<file path="config.mk">
export PLATFORM = sky130hd
export DESIGN_NAME = memoria_cache_param
export DESIGN_NICKNAME = d
export VERILOG_FILES = /design/src/rtl/memoria_cache_pkg.sv /design/src/rtl/memoria_cache_lru.sv /design/src/rtl/memoria_cache_param.sv
export SDC_FILE = /design/constraint.sdc
export NUM_CORES = 1
export LEC_CHECK = 0
export CORE_UTILIZATION = 40
export DETAILED_ROUTE_END_ITERATION = 16
export SYNTH_ARGS = -nofsm -noshare
export SYNTH_HDL_FRONTEND = slang
export SYNTH_SLANG_ARGS = --single-unit
</file>
<file path="constraint.sdc">
create_clock -name clock -period 4.3 [get_ports clock]
set_clock_uncertainty 0.15 [all_clocks]
set_input_delay 0.645 -clock clock [delete_from_list [all_inputs] [get_ports clock]]
set_output_delay 0.645 -clock clock [all_outputs]
set_load 0.02 [all_outputs]
</file>
<file path="src/rtl/memoria_cache_pkg.sv">
// Shared types and derived-width helpers for the parametrised write-back cache.
package memoria_cache_pkg;

    typedef enum logic [1:0] {
        IDLE      = 2'd0,
        WRITEBACK = 2'd1,
        FILL      = 2'd2,
        RESP      = 2'd3
    } state_t;

    localparam int STAT_W = 16;

    function automatic int index_w(input int sets);
        return $clog2(sets);
    endfunction

    function automatic int tag_w(input int addr_w, input int sets);
        return addr_w - $clog2(sets);
    endfunction

    function automatic int way_w(input int ways);
        return $clog2(ways);
    endfunction

    // Out of reset every set starts with way w at age w, so the top way is LRU.
    function automatic int reset_age(input int way);
        return way;
    endfunction

endpackage

</file>
<file path="src/rtl/memoria_cache_lru.sv">
// True-LRU age update plus victim / LRU-way selection for one set.
module memoria_cache_lru
    import memoria_cache_pkg::*;
#(
    parameter int WAYS = 2
) (
    input  logic [WAYS*way_w(WAYS)-1:0] age_i,
    input  logic [WAYS-1:0]             valid_i,
    input  logic [way_w(WAYS)-1:0]      acc_way_i,
    output logic [WAYS*way_w(WAYS)-1:0] age_o,
    output logic [way_w(WAYS)-1:0]      victim_o,
    output logic [way_w(WAYS)-1:0]      lru_o
);

    localparam int WAY_W = way_w(WAYS);
    localparam logic [WAY_W-1:0] OLDEST = WAY_W'(WAYS - 1);

    logic [WAY_W-1:0] acc_age_s;

    assign acc_age_s = age_i[acc_way_i*WAY_W +: WAY_W];

    // Ages younger than the accessed way move one step older; accessed way becomes youngest.
    always_comb begin
        age_o = age_i;
        for (int w = 0; w < WAYS; w++) begin
            age_o[w*WAY_W +: WAY_W] = (WAY_W'(w) == acc_way_i) ? WAY_W'(0) :
                (age_i[w*WAY_W +: WAY_W] < acc_age_s) ? age_i[w*WAY_W +: WAY_W] + WAY_W'(1) :
                age_i[w*WAY_W +: WAY_W];
        end
    end

    // Victim: lowest-index invalid way wins over the oldest way.
    always_comb begin
        victim_o = '0;
        for (int w = WAYS - 1; w >= 0; w--) begin
            victim_o = (age_i[w*WAY_W +: WAY_W] == OLDEST) ? WAY_W'(w) : victim_o;
        end
        for (int w = WAYS - 1; w >= 0; w--) begin
            victim_o = !valid_i[w] ? WAY_W'(w) : victim_o;
        end
    end

    // LRU way reported after the update.
    always_comb begin
        lru_o = '0;
        for (int w = 0; w < WAYS; w++) begin
            lru_o = (age_o[w*WAY_W +: WAY_W] == OLDEST) ? WAY_W'(w) : lru_o;
        end
    end

endmodule

</file>
<file path="src/rtl/memoria_cache_param.sv">
// N-way set-associative write-back cache, one word per line, with miss FSM.
// Optional hit/miss counters are enabled by defining CACHE_STATS_EN.
module memoria_cache_param
    import memoria_cache_pkg::*;
#(
    parameter int DATA_W = 3,
    parameter int ADDR_W = 5,
    parameter int SETS   = 4,
    parameter int WAYS   = 2
) (
    input  logic                            clock,
    input  logic                            reset,
    input  logic                            req,
    input  logic                            wren,
    input  logic [DATA_W-1:0]               data,
    input  logic [ADDR_W-1:0]               address,
    output logic                            ready,
    output logic                            hit,
    output logic                            valid,
    output logic [way_w(WAYS)-1:0]          LRU,
    output logic                            dirty,
    output logic                            writeBack,
    output logic [tag_w(ADDR_W, SETS)-1:0]  tag,
    output logic [DATA_W-1:0]               dadoParaCPU,
    output logic                            mem_req,
    output logic                            mem_we,
    output logic [ADDR_W-1:0]               mem_addr,
    output logic [DATA_W-1:0]               mem_wdata,
    input  logic [DATA_W-1:0]               mem_rdata,
    input  logic                            mem_ack
`ifdef CACHE_STATS_EN
    ,
    output logic [STAT_W-1:0]               hitCount,
    output logic [STAT_W-1:0]               missCount
`endif
);

    localparam int INDEX_W = index_w(SETS);
    localparam int TAG_W   = tag_w(ADDR_W, SETS);
    localparam int WAY_W   = way_w(WAYS);
    localparam int AGE_W   = WAYS * WAY_W;

    state_t              state_q;
    logic                wren_q;
    logic [DATA_W-1:0]   data_q;
    logic [ADDR_W-1:0]   addr_q;
    logic [WAY_W-1:0]    way_q;
    logic                wb_q;

    logic [WAYS-1:0]     valid_q    [SETS];
    logic [WAYS-1:0]     dirty_q    [SETS];
    logic [AGE_W-1:0]    age_q      [SETS];
    logic [DATA_W-1:0]   data_mem_q [SETS][WAYS];
    logic [TAG_W-1:0]    tag_mem_q  [SETS][WAYS];

    logic                ready_q, hit_q, valid_out_q, dirty_out_q, wb_out_q;
    logic [WAY_W-1:0]    lru_q;
    logic [TAG_W-1:0]    tag_q;
    logic [DATA_W-1:0]   dado_q;
    logic                mem_req_q, mem_we_q;
    logic [ADDR_W-1:0]   mem_addr_q;
    logic [DATA_W-1:0]   mem_wdata_q;
`ifdef CACHE_STATS_EN
    logic [STAT_W-1:0]   hit_cnt_q, miss_cnt_q;
`endif

    logic [INDEX_W-1:0]  idx_in_s, idx_lat_s, set_s;
    logic [TAG_W-1:0]    tag_in_s, tag_lat_s, arr_tag_s;
    logic [WAYS-1:0]     hit_vec_s;
    logic                hit_s, req_fire_s, victim_dirty_s, mem_done_s;
    logic                arr_we_s, done_s, new_dirty_s;
    logic [WAY_W-1:0]    hit_way_s, victim_s, acc_way_s, lru_new_s;
    logic [AGE_W-1:0]    age_new_s;
    logic [DATA_W-1:0]   arr_data_s, resp_data_s;

    assign idx_in_s  = address[INDEX_W-1:0];
    assign tag_in_s  = address[ADDR_W-1:INDEX_W];
    assign idx_lat_s = addr_q[INDEX_W-1:0];
    assign tag_lat_s = addr_q[ADDR_W-1:INDEX_W];

    // Tag compare against every way of the requested set.
    always_comb begin
        hit_vec_s = '0;
        for (int w = 0; w < WAYS; w++) begin
            hit_vec_s[w] = valid_q[idx_in_s][w] && (tag_mem_q[idx_in_s][w] == tag_in_s);
        end
    end

    // Encode the matching way (at most one way can match).
    always_comb begin
        hit_way_s = '0;
        for (int w = 0; w < WAYS; w++) begin
            hit_way_s = hit_vec_s[w] ? WAY_W'(w) : hit_way_s;
        end
    end

    assign hit_s          = |hit_vec_s;
    assign set_s          = (state_q == IDLE) ? idx_in_s : idx_lat_s;
    assign acc_way_s      = (state_q == IDLE) ? (hit_s ? hit_way_s : victim_s) : way_q;
    assign req_fire_s     = (state_q == IDLE) && req;
    assign victim_dirty_s = valid_q[idx_in_s][victim_s] && dirty_q[idx_in_s][victim_s];
    assign mem_done_s     = mem_req_q && mem_ack;

    // A write miss with a clean victim installs at once since a line is one word.
    assign arr_we_s = (req_fire_s && wren && (hit_s || !victim_dirty_s)) ||
                      ((state_q == WRITEBACK) && mem_done_s && wren_q) ||
                      ((state_q == FILL) && mem_done_s);
    assign done_s      = arr_we_s || (req_fire_s && hit_s);
    assign arr_data_s  = (state_q == FILL) ? mem_rdata : ((state_q == IDLE) ? data : data_q);
    assign arr_tag_s   = (state_q == IDLE) ? tag_in_s : tag_lat_s;
    assign new_dirty_s = arr_we_s ? (state_q != FILL) : dirty_q[set_s][acc_way_s];
    assign resp_data_s = arr_we_s ? arr_data_s : data_mem_q[set_s][acc_way_s];

    memoria_cache_lru #(.WAYS(WAYS)) u_lru (
        .age_i     (age_q[set_s]),
        .valid_i   (valid_q[set_s]),
        .acc_way_i (acc_way_s),
        .age_o     (age_new_s),
        .victim_o  (victim_s),
        .lru_o     (lru_new_s)
    );

    // Data and tag storage; contents are undefined until written.
    always_ff @(posedge clock) begin
        if (arr_we_s && !reset) begin
            data_mem_q[set_s][acc_way_s] <= arr_data_s;
            tag_mem_q[set_s][acc_way_s]  <= arr_tag_s;
        end
    end

    // Miss FSM, line state bits, LRU ages and registered status outputs.
    always_ff @(posedge clock) begin
        if (reset) begin
            state_q     <= IDLE;
            wren_q      <= 1'b0;
            data_q      <= '0;
            addr_q      <= '0;
            way_q       <= '0;
            wb_q        <= 1'b0;
            ready_q     <= 1'b0;
            hit_q       <= 1'b0;
            valid_out_q <= 1'b0;
            dirty_out_q <= 1'b0;
            wb_out_q    <= 1'b0;
            lru_q       <= '0;
            tag_q       <= '0;
            dado_q      <= '0;
            mem_req_q   <= 1'b0;
            mem_we_q    <= 1'b0;
            mem_addr_q  <= '0;
            mem_wdata_q <= '0;
            for (int s = 0; s < SETS; s++) begin
                valid_q[s] <= '0;
                dirty_q[s] <= '0;
                for (int w = 0; w < WAYS; w++) begin
                    age_q[s][w*WAY_W +: WAY_W] <= WAY_W'(reset_age(w));
                end
            end
`ifdef CACHE_STATS_EN
            hit_cnt_q   <= '0;
            miss_cnt_q  <= '0;
`endif
        end else if (done_s) begin
            valid_q[set_s][acc_way_s] <= 1'b1;
            dirty_q[set_s][acc_way_s] <= new_dirty_s;
            age_q[set_s]              <= age_new_s;
            ready_q     <= 1'b1;
            hit_q       <= (state_q == IDLE) && hit_s;
            valid_out_q <= 1'b1;
            dirty_out_q <= new_dirty_s;
            wb_out_q    <= (state_q != IDLE) && wb_q;
            lru_q       <= lru_new_s;
            tag_q       <= arr_tag_s;
            dado_q      <= resp_data_s;
            mem_req_q   <= 1'b0;
            state_q     <= RESP;
`ifdef CACHE_STATS_EN
            if ((state_q == IDLE) && hit_s) begin
                hit_cnt_q <= (hit_cnt_q == 16'hFFFF) ? hit_cnt_q : hit_cnt_q + 16'd1;
            end else begin
                miss_cnt_q <= (miss_cnt_q == 16'hFFFF) ? miss_cnt_q : miss_cnt_q + 16'd1;
            end
`endif
        end else begin
            ready_q <= 1'b0;
            case (state_q)
                IDLE: begin
                    if (req) begin
                        wren_q      <= wren;
                        data_q      <= data;
                        addr_q      <= address;
                        way_q       <= acc_way_s;
                        wb_q        <= victim_dirty_s;
                        mem_req_q   <= 1'b1;
                        mem_we_q    <= victim_dirty_s;
                        mem_addr_q  <= victim_dirty_s ? {tag_mem_q[idx_in_s][victim_s], idx_in_s} : address;
                        mem_wdata_q <= data_mem_q[idx_in_s][victim_s];
                        state_q     <= victim_dirty_s ? WRITEBACK : FILL;
                    end
                end
                WRITEBACK: begin
                    // A read still needs its fill; mem_req stays low for one cycle between phases.
                    if (mem_done_s) begin
                        mem_req_q <= 1'b0;
                        state_q   <= FILL;
                    end
                end
                FILL: begin
                    if (!mem_req_q) begin
                        mem_req_q  <= 1'b1;
                        mem_we_q   <= 1'b0;
                        mem_addr_q <= addr_q;
                    end
                end
                RESP:    state_q <= IDLE;
                default: state_q <= IDLE;
            endcase
        end
    end

    assign ready       = ready_q;
    assign hit         = hit_q;
    assign valid       = valid_out_q;
    assign LRU         = lru_q;
    assign dirty       = dirty_out_q;
    assign writeBack   = wb_out_q;
    assign tag         = tag_q;
    assign dadoParaCPU = dado_q;
    assign mem_req     = mem_req_q;
    assign mem_we      = mem_we_q;
    assign mem_addr    = mem_addr_q;
    assign mem_wdata   = mem_wdata_q;
`ifdef CACHE_STATS_EN
    assign hitCount    = hit_cnt_q;
    assign missCount   = miss_cnt_q;
`endif

endmodule

</file>
==> out/metrics.yaml <==
min_path:
  hold_path.class: "flop to flop"
  hold_end: "LRU"
  hold_path_depth: 2
  hp-start: "LRU"
layout:
  bufAreaShareNonClock_pct: 8.729
  fin_area_sq_mm: 0.006250
  n_all_inverters: 17
  diodes: 0
  seq_share_pct: 45.65
  comb-cell-share_pct: 36.68
  clkbuf_count: 9
  fill_cells: 1137
  flops: 107
  drive_gt1_share_pct: 18.05
  comb.multi_input.count: 285
  layout_top_cell: "edfxtp_1"
  buffers_excl_clock: 57
  num-nets-final: 498
  clkCellAreaFrac_pct: 4.484
power_and_ir_drop:
  maxPowerGroup: "combinational logic"
  power_w: 0.003895
  swShare_pct: 38.91
  p_seq_w: 0.00139
  clkPwrFrac_pct: 20.6
  combPwrFrac_pct: 43.6
  ir_drop_mv: 0.2588
  leakage_nw: 2.276
  power.internal_w: 0.002380
  pwr_density_cell_mw_per_mm2: 623.3
  p_clk_w: 0.000801
  pwr-share-seq_pct: 35.8
critical_path:
  crit_required_ps: 4210
  cp-endpoint: "valid_q[2][1]"
  timing.rr.start: "state_q[0]"
  r2r_end: "data_mem_q[3][4]"
  rrSetupSlack_ps: 720
  start_kind: "input port"
  setup.worst_path.start: "address[0]"
  slowest_delay_ps: 550
  cp.depth: 10
  path_buffers: 2
  worst-setup-path-type: "input port to flop"
  path_delay_family: "simple AND/OR/NAND/NOR gates"
synthesis:
  ys_ff: 107
  postSynth.topFlopCell: "edfxtp_1"
  yosysWarnings: 0
  synth_cells: 432
  synth_area_sq_mm: 0.005341
  top_logic_kind: "multiplexers"
  common_cells: "edfxtp_1, nor2_1, dfxtp_1"
  synth-adder-area-share_pct: 1.171
  ys_sh_xor_pct: 0.9838
  synth.most_common_cell: "edfxtp_1"
  avgSynthCellArea_sq_um: 12.36
  ys_cells: 432
  synth_cell_type_count: 62
  simple_gate_share_pct: 14.38
  synth-edff-count: 71
  muxShareOfSynthArea_pct: 16.33
timing:
  hold_ws_ps: 303.7
  rsz0062_at_grt: "false"
  min_period_over_period_pct: 86.44
  slew_viol_final: 0
  clock.fmax_mhz: 269.0
  max_slew_margin_pct: 48.31
  setup_violations: 0
  worst_pin_slew_ps: 775.4
  period_needed_ps: 3717
  finalWorstSetupSlack_ps: 582.9
place:
  portBuffers: 37
  place_hpwl_mm: 9.473
  post-place-ws_ps: 252.4
  gp_congestion: 0.8495
cts:
  post_cts_buffers: 0
  htreeDepth: 3
  clk_pin_slew_ps: 70
  cts_tree: "built"
  clockBufferDepth: 2
  cts_sinks: 107
route:
  drt-met1-wl_mm: 5.780
  routed_wl_mm: 12.99
  wl_met3_um: 605
  wl_per_cell_um: 19.86
  ant_nets: 0
  wl_met2_mm: 6.161
  vias: 3653
  highest_layer: "met4"
  detail_route.iter0.violations: 348
  vias_per_cell: 5.586
  first_pass_iters: 4
floorplan:
  fp.dieW_um: 117.6
  die_y_um: 117.6
  die-area_sq_mm: 0.01382
  core_area_sq_mm: 0.01282
  fp_util_pct: 41.65
grt:
  busiest_layer: "met2"
  met3_usage_pct: 2.955
  met1_usage_pct: 25.59
  grtUsageMet2_pct: 32.14
  grt-ovfl-total: 0
  track_usage_pct: 19.70
flow_run:
  tool_warnings: 30
run_status:
  status: "completed"
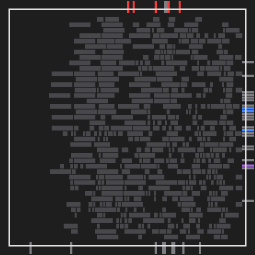
(pin placement)
Drawn at 2 px/um. Pins as bars across the die edge, other pins in grey.
colour	port	pins	direction	edge
red	`address`	5	input	north
blue	`mem_rdata`	3	input	east
purple	`mem_ack`	1	input	east
all pins by edge	22 east, 9 south, 7 north

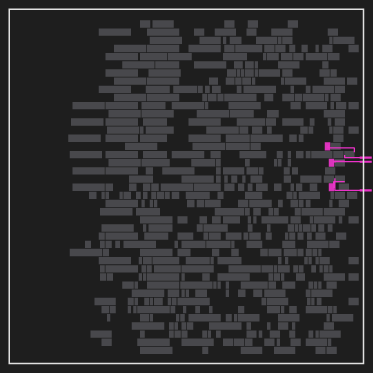
(I/O nets highlighted)
Drawn at 3 px/um.
colour	port	bits	direction	edge	end cells	buffers	wire
magenta	`mem_rdata`	3	input	east	3	3	49.5 um

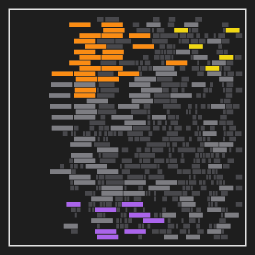
(sequential cells grouped by signal name)
Drawn at 2 px/um. Other sequential cells in the stronger grey, the rest of the logic in the fainter grey.
colour	signal	placed flops
orange	`tag_mem_q`	24
yellow	`mem_addr`	5
purple	`age_q`	8
not coloured	70

No activity file was given, so power comes from the tool's default toggle rates.
